Figure 1. M1 wires.
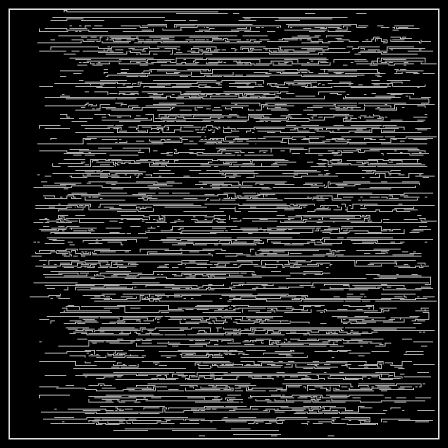
Figure 2. Routing congestion map.
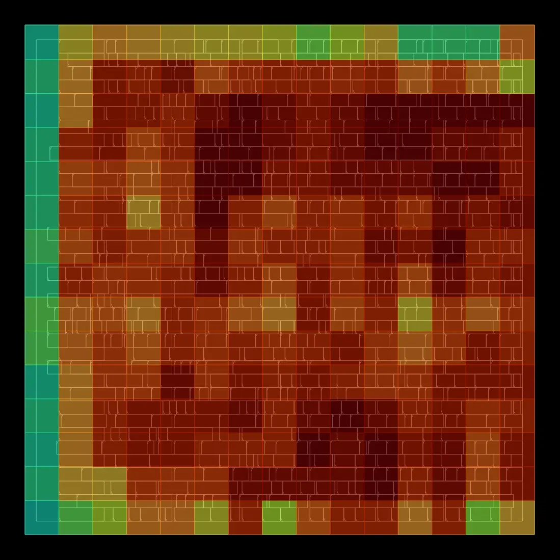
Figure 3. M3 wires.
The bar under the picture is 20 microns long.
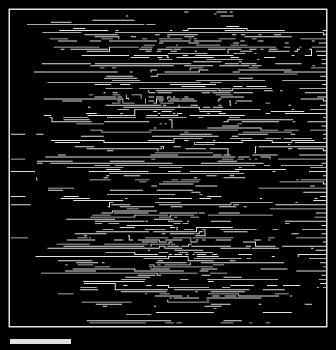
Figure 4. M4 wires.
Cells faint in the background.
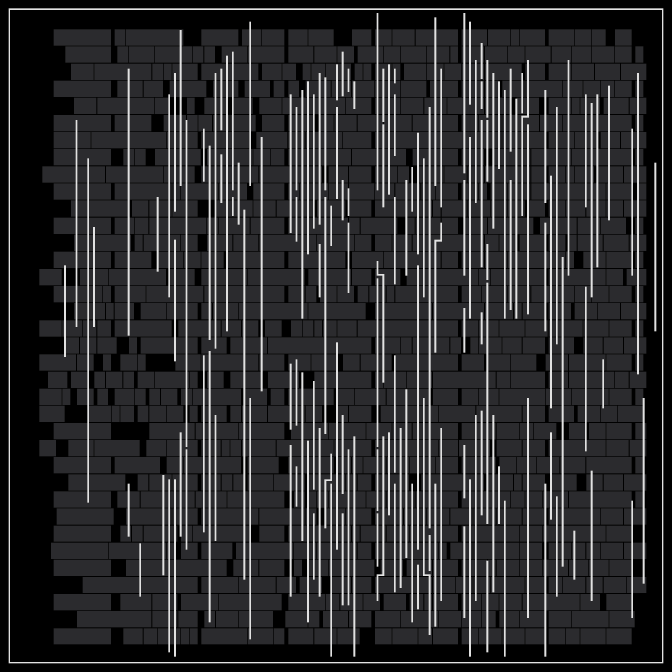
$ cat src/rtl/firebird7_in_gate1_tessent_data_mux_pkg.sv
`default_nettype none
// ---------------------------------------------------------------------------
// firebird7_in_gate1_tessent_data_mux_pkg : shared types for the sequenced IJTAG data mux
// Revision 1.0
// ---------------------------------------------------------------------------
package firebird7_in_gate1_tessent_data_mux_pkg;

  typedef enum logic [1:0] {
    FUNC     = 2'd0,
    HOLD_IN  = 2'd1,
    IJTAG    = 2'd2,
    HOLD_OUT = 2'd3
  } state_e;

  // Channel select width; a single channel still needs one select bit.
  function automatic int ch_w(input int channels);
    return (channels > 1) ? $clog2(channels) : 1;
  endfunction

endpackage
`default_nettype wire

$ cat src/rtl/firebird7_in_gate1_tessent_data_mux_settle_cnt.sv
`default_nettype none
// ---------------------------------------------------------------------------
// firebird7_in_gate1_tessent_data_mux_settle_cnt : loadable settle down-counter
// Revision 1.0
// ---------------------------------------------------------------------------
module firebird7_in_gate1_tessent_data_mux_settle_cnt #(
  parameter int SETTLE_CYCLES = 3
) (
  input  logic clk,
  input  logic rst_n,
  input  logic load,
  input  logic dec,
  output logic zero
);

  localparam int CNT_W = $clog2(SETTLE_CYCLES + 1);

  logic [CNT_W-1:0] cnt_q;
  logic [CNT_W-1:0] cnt_d;

  always_comb begin
    cnt_d = cnt_q;
    if (load) begin
      cnt_d = CNT_W'(SETTLE_CYCLES - 1);
    end else if (dec && (cnt_q != '0)) begin
      cnt_d = cnt_q - 1'b1;
    end
  end

  always_ff @(posedge clk or negedge rst_n) begin
    if (!rst_n) begin
      cnt_q <= '0;
    end else begin
      cnt_q <= cnt_d;
    end
  end

  assign zero = (cnt_q == '0);

endmodule
`default_nettype wire

$ cat src/rtl/firebird7_in_gate1_tessent_data_mux_seq.sv
`default_nettype none
// ---------------------------------------------------------------------------
// firebird7_in_gate1_tessent_data_mux_seq : multi-channel IJTAG data mux with settled handover
// Revision 1.0
// ---------------------------------------------------------------------------
module firebird7_in_gate1_tessent_data_mux_seq
  import firebird7_in_gate1_tessent_data_mux_pkg::*;
#(
  parameter int WIDTH         = 19,
  parameter int CHANNELS      = 4,
  parameter int SETTLE_CYCLES = 3,
  parameter int CH_W          = ch_w(CHANNELS)
) (
  input  logic                      ijtag_tck,
  input  logic                      ijtag_reset,
  input  logic                      ijtag_select,
  input  logic [CH_W-1:0]           ijtag_channel_sel,
  input  logic [WIDTH-1:0]          ijtag_data_in,
  input  logic                      ijtag_data_valid,
  input  logic [CHANNELS*WIDTH-1:0] functional_data_in,
  output logic [CHANNELS*WIDTH-1:0] data_out,
  output logic                      ijtag_ack,
  output logic                      busy,
  output logic                      sel_error
);

  state_e           state_q, state_d;
  logic [CH_W-1:0]  own_q, own_d;
  logic [WIDTH-1:0] hold_q, hold_d;
  logic [WIDTH-1:0] shadow_q, shadow_d;
  logic             cnt_load, cnt_dec, cnt_zero;
  logic             sel_err;
  logic             chan_ok;
  logic [WIDTH-1:0] func_ch [CHANNELS];

  assign chan_ok = (32'(ijtag_channel_sel) < 32'(CHANNELS));

  firebird7_in_gate1_tessent_data_mux_settle_cnt #(
    .SETTLE_CYCLES (SETTLE_CYCLES)
  ) u_settle_cnt (
    .clk   (ijtag_tck),
    .rst_n (ijtag_reset),
    .load  (cnt_load),
    .dec   (cnt_dec),
    .zero  (cnt_zero)
  );

  always_comb begin
    state_d  = state_q;
    own_d    = own_q;
    hold_d   = hold_q;
    shadow_d = shadow_q;
    cnt_load = 1'b0;
    cnt_dec  = 1'b0;
    sel_err  = 1'b0;
    case (state_q)
      FUNC: begin
        if (ijtag_select) begin
          if (chan_ok) begin
            own_d    = ijtag_channel_sel;
            hold_d   = func_ch[ijtag_channel_sel];
            cnt_load = 1'b1;
            state_d  = HOLD_IN;
          end else begin
            sel_err = 1'b1;
          end
        end
      end
      HOLD_IN: begin
        // Abort wins over completion so a dropped request never reaches IJTAG.
        if (!ijtag_select) begin
          cnt_load = 1'b1;
          state_d  = HOLD_OUT;
        end else if (cnt_zero) begin
          shadow_d = hold_q;
          state_d  = IJTAG;
        end else begin
          cnt_dec = 1'b1;
        end
      end
      IJTAG: begin
        if (ijtag_data_valid) begin
          shadow_d = ijtag_data_in;
        end
        if (!ijtag_select) begin
          hold_d   = ijtag_data_valid ? ijtag_data_in : shadow_q;
          cnt_load = 1'b1;
          state_d  = HOLD_OUT;
        end
      end
      HOLD_OUT: begin
        if (cnt_zero) begin
          state_d = FUNC;
        end else begin
          cnt_dec = 1'b1;
        end
      end
      default: state_d = FUNC;
    endcase
  end

  always_ff @(posedge ijtag_tck or negedge ijtag_reset) begin
    if (!ijtag_reset) begin
      state_q  <= FUNC;
      own_q    <= '0;
      hold_q   <= '0;
      shadow_q <= '0;
    end else begin
      state_q  <= state_d;
      own_q    <= own_d;
      hold_q   <= hold_d;
      shadow_q <= shadow_d;
    end
  end

  assign ijtag_ack = (state_q == IJTAG);
  assign busy      = (state_q == HOLD_IN) || (state_q == HOLD_OUT);
  assign sel_error = sel_err & ijtag_reset;

  generate
    for (genvar c = 0; c < CHANNELS; c++) begin : g_ch
      localparam logic [CH_W-1:0] C_IDX = CH_W'(c);
      logic owned;
      assign func_ch[c] = functional_data_in[c*WIDTH +: WIDTH];
      assign owned      = (state_q != FUNC) && (own_q == C_IDX);
      assign data_out[c*WIDTH +: WIDTH] =
        !owned              ? func_ch[c] :
        (state_q == IJTAG)  ? shadow_q   : hold_q;
    end
  endgenerate

endmodule
`default_nettype wire
$ cat config.mk
export PLATFORM = sky130hd
export DESIGN_NAME = firebird7_in_gate1_tessent_data_mux_seq
export DESIGN_NICKNAME = d
export VERILOG_FILES = /design/src/rtl/firebird7_in_gate1_tessent_data_mux_pkg.sv /design/src/rtl/firebird7_in_gate1_tessent_data_mux_settle_cnt.sv /design/src/rtl/firebird7_in_gate1_tessent_data_mux_seq.sv
export SDC_FILE = /design/constraint.sdc
export NUM_CORES = 1
export LEC_CHECK = 0
export CORE_MARGIN = 2
export CORE_UTILIZATION = 38
export DETAILED_ROUTE_END_ITERATION = 8
export PLACE_DENSITY = 0.8
export SLEW_MARGIN = 20
export SYNTH_ARGS = -nofsm -noshare
export SYNTH_HDL_FRONTEND = slang
export SYNTH_SLANG_ARGS = --single-unit
$ cat constraint.sdc
create_clock -name ijtag_tck -period 2.03 [get_ports ijtag_tck]
set_input_delay 0.5075 -clock ijtag_tck [delete_from_list [all_inputs] [get_ports ijtag_tck]]
set_output_delay 0.5075 -clock ijtag_tck [all_outputs]
set_load 0.02 [all_outputs]
==> run notes <==
impl run done, here's what came out: # rows 36, root buf cell clkbuf_8, IO Port Bufs 178, largest net degree at the start of global routing ~40, Die Wd between 100 and 150 microns, final hold vios 0, CP top delay family AND-OR/OR-AND gates, Syn Area/Cell about 7.4 sq um, seq pwr 1.93 mW, final period utilization 134%, Leak 3.71 nW, Syn. warnings 0, Peak Freq 369 MHz, Arr. time, crit path 2.89 ns, mapped cell area roughly 0.0038 sq mm, Flops after synth approximately 44, DP Worst Slack -0.611 ns, clk ins delay skew pair 0.32 ns, met1 usage between 40 and 50%, setup TNS -39.77 ns, Finish-stage setup viols around 120, Critical path destination hold_q[16], CP Max Fanout 19, failing checks setup timing, DP Area 0.00653 sq mm, TritonCTS clock tree built, Seq/Total Area, Yosys 29.2%, final hold slack 0.130 ns, ys flop type dfrtp_1, Clk pwr share 4.5%, register clock-pin slew on the reported worst setup and hold paths ~0.12 ns, number of synthesized flops with an enable pin 0, CP cell instances inv_2, ha_4, buf_16, buf_8, nand2b_1, buf_4, o22ai_1, a21oi_1, a21oi_1, Net Sw Power 8.98 mW, Top cell area share between 20% and 30%, Internal 8.46 mW, most frequent logic cell in the layout clkdlybuf4s50_1, worst path required time 2.21 ns, fp_density 39.0%, vias in the first global route 5875, Cells after DPL between 800 and 900, Final WS setup -0.683 ns, DR pass1 iterations 6, CP Class reg2reg, Sw Ratio just over 50%, Antenna Nets Post-Route 0, Async S/R FF share, synth 100%, Setup crit start state_q[0], initial DRC count approximately 1100, RSZ-0062 raised after global routing true, non-filler cells, final 922, yosys cell count 511, Top logic family AND-OR/OR-AND gates, Tmin final ~2.7 ns, OpenROAD warning count 32, outcome finished, violations left, die area 0.0107 sq mm, syn nets 617, CP peak stage delay 0.60 ns, yosys simple share 17.3%, max_cap viols 0, Main area contributors dfrtp_1, a21oi_1, mux2i_1, sequential share of power 11.1%, Least-Margin Pin Slew 0.739 ns, Max Root-Sink Buffers 2, Pwr top combinational logic, Placer Congestion 0.911, Clk. pwr 0.791 mW
## Picture notes: Figure 1
share of all routed wire	33%
nets with wire on the layer	812
main direction	horizontal
longest straight run	43.2 microns
wire length on this layer	10000 microns

## Picture notes: Figure 2
Finished Core Util: 90.2%
DR WL/cell: 32.9 microns
met2 Resource Use GR: 63.4%

## Picture notes: Figure 3
longest straight run	68.3 microns
share of all routed wire	14%
main direction	horizontal
nets with wire on the layer	336
wire length on this layer	4280 microns
grt met3 use: 11.5%
via count: 6493
WL final: 30300 microns

## Picture notes: Figure 4
main direction	vertical
nets with wire on the layer	134
share of all routed wire	11%
longest straight run	66.6 microns

[per-layer routing]
| layer | routed length, microns | part of all wire (%) |
|---|---|---|
| met1 | 10000 | 33 |
| met2 | 12700 | 42 |
| met3 | 4280 | 14 |
| met4 | 3280 | 11 |
| met5 | 0 | 0 |
[repair_timing]
action | in CTS | in global routing
pin swaps | 14 | 28
endpoints found under the setup margin | 80 | 104
gates cloned | 16 | 15
resized | 543 | 202
setup buffers | 20 | 18
[sequential cells by signal, indices dropped and copies added, names as in the netlist]
signal              count
shadow_q               19
hold_q                 19
own_q                   2
state_q                 2
u_settle_cnt.cnt_q      2
[area by class of cell]
class,instances,area (sq um)
multi-input combinational,416,3660
fill,288,948
timing repair buffer,315,3660
clock buffer,6,82.6
inverter,6,22.5
clock inverter,2,38.8
tap,133,166
sequential,44,1100
No activity file was given, so power comes from the tool's default toggle rates.
